**Floorplan with the power grid**

Scale bar: 20 um. Pins as bars on the die edge. Tap cells in gray.
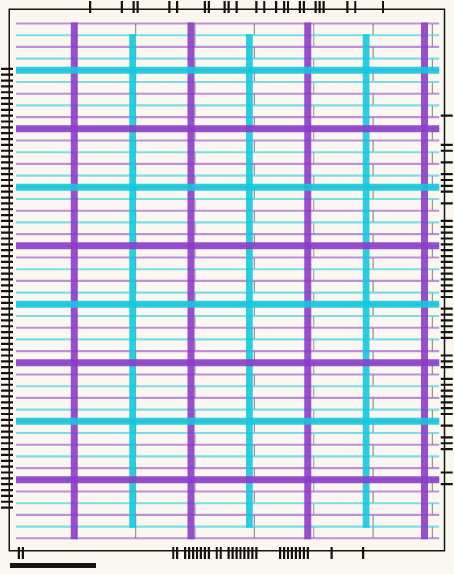
**Cell placement**

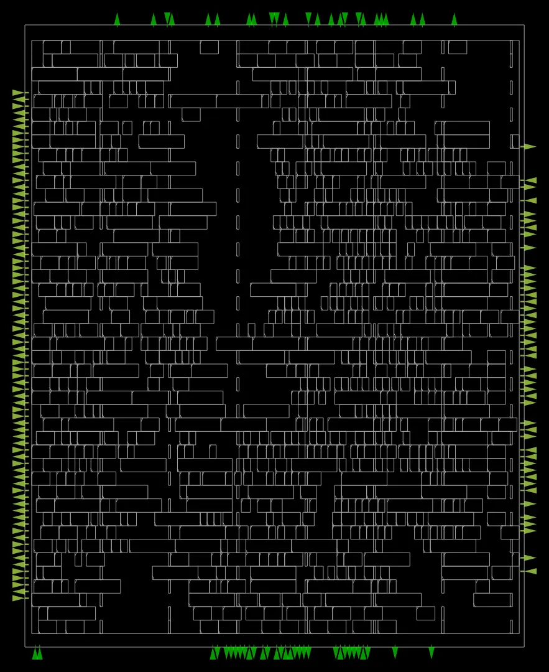
**Sequential cells colored by netlist name**

Scale bar: 20 um.
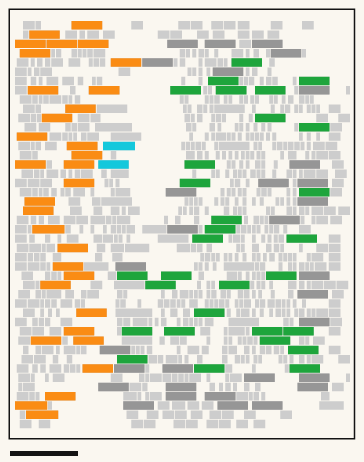
<file path="src/rtl/ifetch_unit.sv">
// Instruction fetch front end: PC register, single-outstanding imem req/gnt/rvalid
// master, one-deep instruction buffer toward the core, redirect handling with squash.
module ifetch_unit #(
  parameter int              XLEN      = 32,
  parameter logic [XLEN-1:0] RESET_PC  = 32'h0000_0000,
  parameter logic [XLEN-1:0] NOP_INSTR = 32'h0000_0013
) (
  input  logic            clk,
  input  logic            rst_n,
  output logic            imem_req,
  output logic [XLEN-1:0] imem_addr,
  input  logic            imem_gnt,
  input  logic            imem_rvalid,
  input  logic [XLEN-1:0] imem_rdata,
  output logic            instr_valid,
  input  logic            instr_ready,
  output logic [XLEN-1:0] instr,
  output logic [XLEN-1:0] instr_pc,
  output logic [6:0]      opcode,
  output logic            opcode_illegal,
  input  logic            redirect,
  input  logic [XLEN-1:0] redirect_pc
);

  localparam logic [1:0] S_BOOT = 2'd0;
  localparam logic [1:0] S_REQ  = 2'd1;
  localparam logic [1:0] S_WAIT = 2'd2;
  localparam logic [1:0] S_HOLD = 2'd3;

  logic [1:0]      state;
  logic [XLEN-1:0] pc;
  logic            discard;
  logic [XLEN-1:0] target_pc;
  logic            opcode_legal;

  assign target_pc = redirect_pc & ~XLEN'(3);

  // discard marks a granted request whose response belongs to a squashed path
  always_ff @(posedge clk or negedge rst_n) begin
    if (!rst_n) begin
      state    <= S_BOOT;
      pc       <= RESET_PC;
      discard  <= 1'b0;
      instr    <= NOP_INSTR;
      instr_pc <= RESET_PC;
    end else begin
      case (state)
        S_BOOT: begin
          if (redirect) pc <= target_pc;
          state <= S_REQ;
        end
        S_REQ: begin
          if (redirect) begin
            pc <= target_pc;
            if (imem_gnt) begin
              state   <= S_WAIT;
              discard <= 1'b1;
            end
          end else if (imem_gnt) begin
            state <= S_WAIT;
          end
        end
        S_WAIT: begin
          if (redirect) begin
            pc <= target_pc;
            if (imem_rvalid) begin
              state   <= S_REQ;
              discard <= 1'b0;
            end else begin
              discard <= 1'b1;
            end
          end else if (imem_rvalid) begin
            if (discard) begin
              discard <= 1'b0;
              state   <= S_REQ;
            end else begin
              instr    <= imem_rdata;
              instr_pc <= pc;
              pc       <= pc + XLEN'(4);
              state    <= S_HOLD;
            end
          end
        end
        S_HOLD: begin
          if (redirect || instr_ready) begin
            if (redirect) pc <= target_pc;
            instr <= NOP_INSTR;
            state <= S_REQ;
          end
        end
        default: state <= S_BOOT;
      endcase
    end
  end

  assign imem_req    = (state == S_REQ);
  assign imem_addr   = pc;
  assign instr_valid = (state == S_HOLD);
  assign opcode      = instr[6:0];

  always_comb begin
    opcode_legal = 1'b0;
    case (instr[6:0])
      7'b0110011, 7'b0010011, 7'b1100011, 7'b0000011,
      7'b0100011, 7'b0110111, 7'b1101111, 7'b1100111: opcode_legal = 1'b1;
      default: opcode_legal = 1'b0;
    endcase
  end

  assign opcode_illegal = instr_valid & ~opcode_legal;

endmodule

</file>
<file path="config.mk">
export PLATFORM = sky130hd
export DESIGN_NAME = ifetch_unit
export DESIGN_NICKNAME = d
export VERILOG_FILES = /design/src/rtl/ifetch_unit.sv
export SDC_FILE = /design/constraint.sdc
export NUM_CORES = 1
export LEC_CHECK = 0
export ABC_AREA = 1
export CAP_MARGIN = 20
export CORE_ASPECT_RATIO = 1.25
export CORE_UTILIZATION = 41
export DETAILED_ROUTE_END_ITERATION = 12
export PLACE_DENSITY = 0.74
export SYNTH_ARGS = -nofsm -noshare
export SYNTH_HDL_FRONTEND = slang
export SYNTH_SLANG_ARGS = --single-unit
</file>
<file path="constraint.sdc">
create_clock -name clk -period 2.1 [get_ports clk]
set_input_delay 0.42 -clock clk [delete_from_list [all_inputs] [get_ports clk]]
set_output_delay 0.42 -clock clk [all_outputs]
set_load 0.005 [all_outputs]
</file>
==> impl_metrics.csv <==
group,metric,value,unit
global_routing,grt_max_degree,96,
yosys,yosys_cells,685,
cts,clockBufferDepth,2,
global_routing,antenna_found_initial,0,
yosys,avgSynthCellArea,7.31,um^2
cts,numCtsBuffers,9,
cts,clk_pin_slew,70,ps
yosys,syn_inst,685,
final_timing,tns,0,ps
global_routing,grt_remaining_overflow,0,
final_timing,clock_skew,9.10,ps
cts,clock.latency.late_pin,340,ps
final_timing,hold_viol,0,
global_routing,track_usage,24.4,%
yosys,ys_warn_count,0,
yosys,netlist.top_cell.by_area,"dfrtp_1",
route,drt-total-wl,14800,um
cts,htree_levels,3,
yosys,ys_seq_share,47.6,%
power,power.density,1140,nW/um^2
final_timing,relSlewSlack,65.7,%
yosys,netlist_area,5010,um^2
flow_run,tool_warnings,30,
cts,clock_sink_count,95,
setup_path,cp-end-kind,"primary output",
yosys,yosys-stat-area,5010,um^2
power,power.total,8.24,mW
placement,gp_congestion,0.945,
placement,place_inst,996,
hold_path,min_path_type,"in -> async",
global_routing,grt_pass1_vias,5149,
route,drtIter0Drc,204,
placement,dp.final_hpwl,10800,um
yosys,synth_flops,95,
power,leakage,3.29,nW
final_layout,nNetsFinal,921,
final_layout,syn2layout_area_growth,44.6,%
global_routing,grt_pass1_wl,24400,um
cts,ctsHoldBuffers,0,
setup_path,path_class,"reg -> out",
final_timing,fin_ws,68.4,ps
setup_path,cp.required,1680,ps
final_timing,min_period,2030,ps
final_layout,drive_gt1_share,6.10,%
route,remaining_drc_errors,0,
setup_path,cp_slowest_cell,"clkdlybuf4s50_1",
setup_path,critPathArrivalTime,1610,ps
cts,cts_tree,"done",
setup_path,startpoint_type,"flop",
floorplanning,chip_area,12700,um^2
status,status,"finished, final reports clean",
route,wl_per_cell,14.6,um
Back to the opening pictures, 'floorplan with the power grid':
| net | color |
|---|---|
| VSS | purple |
| VDD | cyan |
rows: 44
signal pins: 176
tap cells: 161
met5 straps: 8
Die X-Extent: 101 um
Die Span Y: 126 um
VDD IR max: 0.730 mV

Back to the opening pictures, 'cell placement':
tap cells: 161
Core ar.: 11800 um^2
Finished Layout Cells: 1013

Back to the opening pictures, 'sequential cells colored by netlist name':
| netlist name | color | flops |
|---|---|---|
| instr | orange | 32 |
| imem_addr | green | 30 |
| state | cyan | 2 |
not colored: 31
sequential cell area: 2380 um^2
Seq area share: 32.9%
seq pwr: 3.08 mW
Core Util, Final: 61.4%

[report_power, final]
group	internal, mW	switching, mW	total (mW)
Sequential	2.54	0.539	3.08
Clock	1.09	0.726	1.81
Combinational	1.91	1.44	3.35
[layout make-up]
| cell class | instances | area [um^2] |
|---|---|---|
| Clock buffer | 10 | 239 |
| Clock inverter | 6 | 91.3 |
| Fill cell | 1051 | 4540 |
| Inverter | 58 | 218 |
| Multi-Input combinational cell | 495 | 2230 |
| Sequential cell | 95 | 2380 |
| Tap cell | 161 | 201 |
| Timing Repair Buffer | 188 | 1880 |
[registers in the layout, summed over array words and instances, names as in the netlist]
register / cells
instr_pc: 30
instr: 32
discard: 1
imem_addr: 30
state: 2
[routing by layer]
layer  GRT usage [%]  vias up  part of all wire, %
li1                -     2505                    -
met4            11.3        0                  3.9
met1            28.8     2399                   39
met2            41.3      233                   49
met5               0        -                    0
met3            6.15       34                  8.3
[synthesized netlist by cell type, drive strengths merged]
master,instances
nand2,210
dfrtp,92
nor2,91
o21ai,84
nand3,64
inv,58
buf,20
clkbuf,20
a21oi,14
o22ai,6
a22oi,4
ha,4
dfstp,3
mux2,2
nand4,2
a21o,1
a31oi,1
and2,1
conb,1
nand3b,1
nor3,1
nor4,1
o21bai,1
o221ai,1
or2,1
xor2,1
[cells by family (layout without fill, tap and decap cells)]
family	Yosys count	count (layout)	share of synthesized area (%)
other	1	4	0.0749
AND/OR/NAND/NOR	372	372	30.2
buffers and inverters	98	262	8.60
multiplexers	2	2	0.450
adder cells (fa/ha/maj)	4	4	1.00
XOR/XNOR	1	1	0.175
AND-OR/OR-AND	112	112	11.9
flip-flops	95	95	47.6
[repair_timing]
item	in CTS	in global routing
resized	2	7
endpoints found under the setup margin	2	3
pin swaps	1	2
setup buffers	0	1
[metrics by stage]
stage | cell area (um^2) | utilization [%]
after CTS | 7210 | 61.2
after floorplan | 5020 | -
after global routing | 7240 | 61.4
after global placement | 6880 | 58.4
final | 7240 | 61.4
after detailed placement | 6880 | 58.4
[worst paths after layout]
check | endpoint | startpoint | slack [ps] | cells after the start
setup / recovery | imem_req | state[1]$_DFFE_PN0P_ | 70 | 3
hold / removal | instr_pc[14]$_DFFE_PN0P_ | rst_n | 120 | 2
setup reg to reg | imem_addr[23]$_DFFE_PN0P_ | state[0]$_DFFE_PN0P_ | 190 | 11
hold reg to reg | instr_pc[18]$_DFFE_PN0P_ | instr_pc[18]$_DFFE_PN0P_ | 490 | 2
max in group asynchronous | state[1]$_DFFE_PN0P_ | rst_n | 1550 | 2
min in group clk | instr_pc[18]$_DFFE_PN0P_ | instr_pc[18]$_DFFE_PN0P_ | 490 | 2
[placed cells by master, fill, tap and decap left out, drive strengths merged, types with 3 or more instances in the layout]
master / n
buf: 20
ha: 4
o22ai: 6
nand3: 64
nand2: 210
dfrtp: 92
nor2: 91
o21ai: 84
dfstp: 3
clkdlybuf4s50: 167
clkbuf: 11
conb: 4
a22oi: 4
inv: 60
a21oi: 14
Power is estimated from default activity; no workload was simulated.
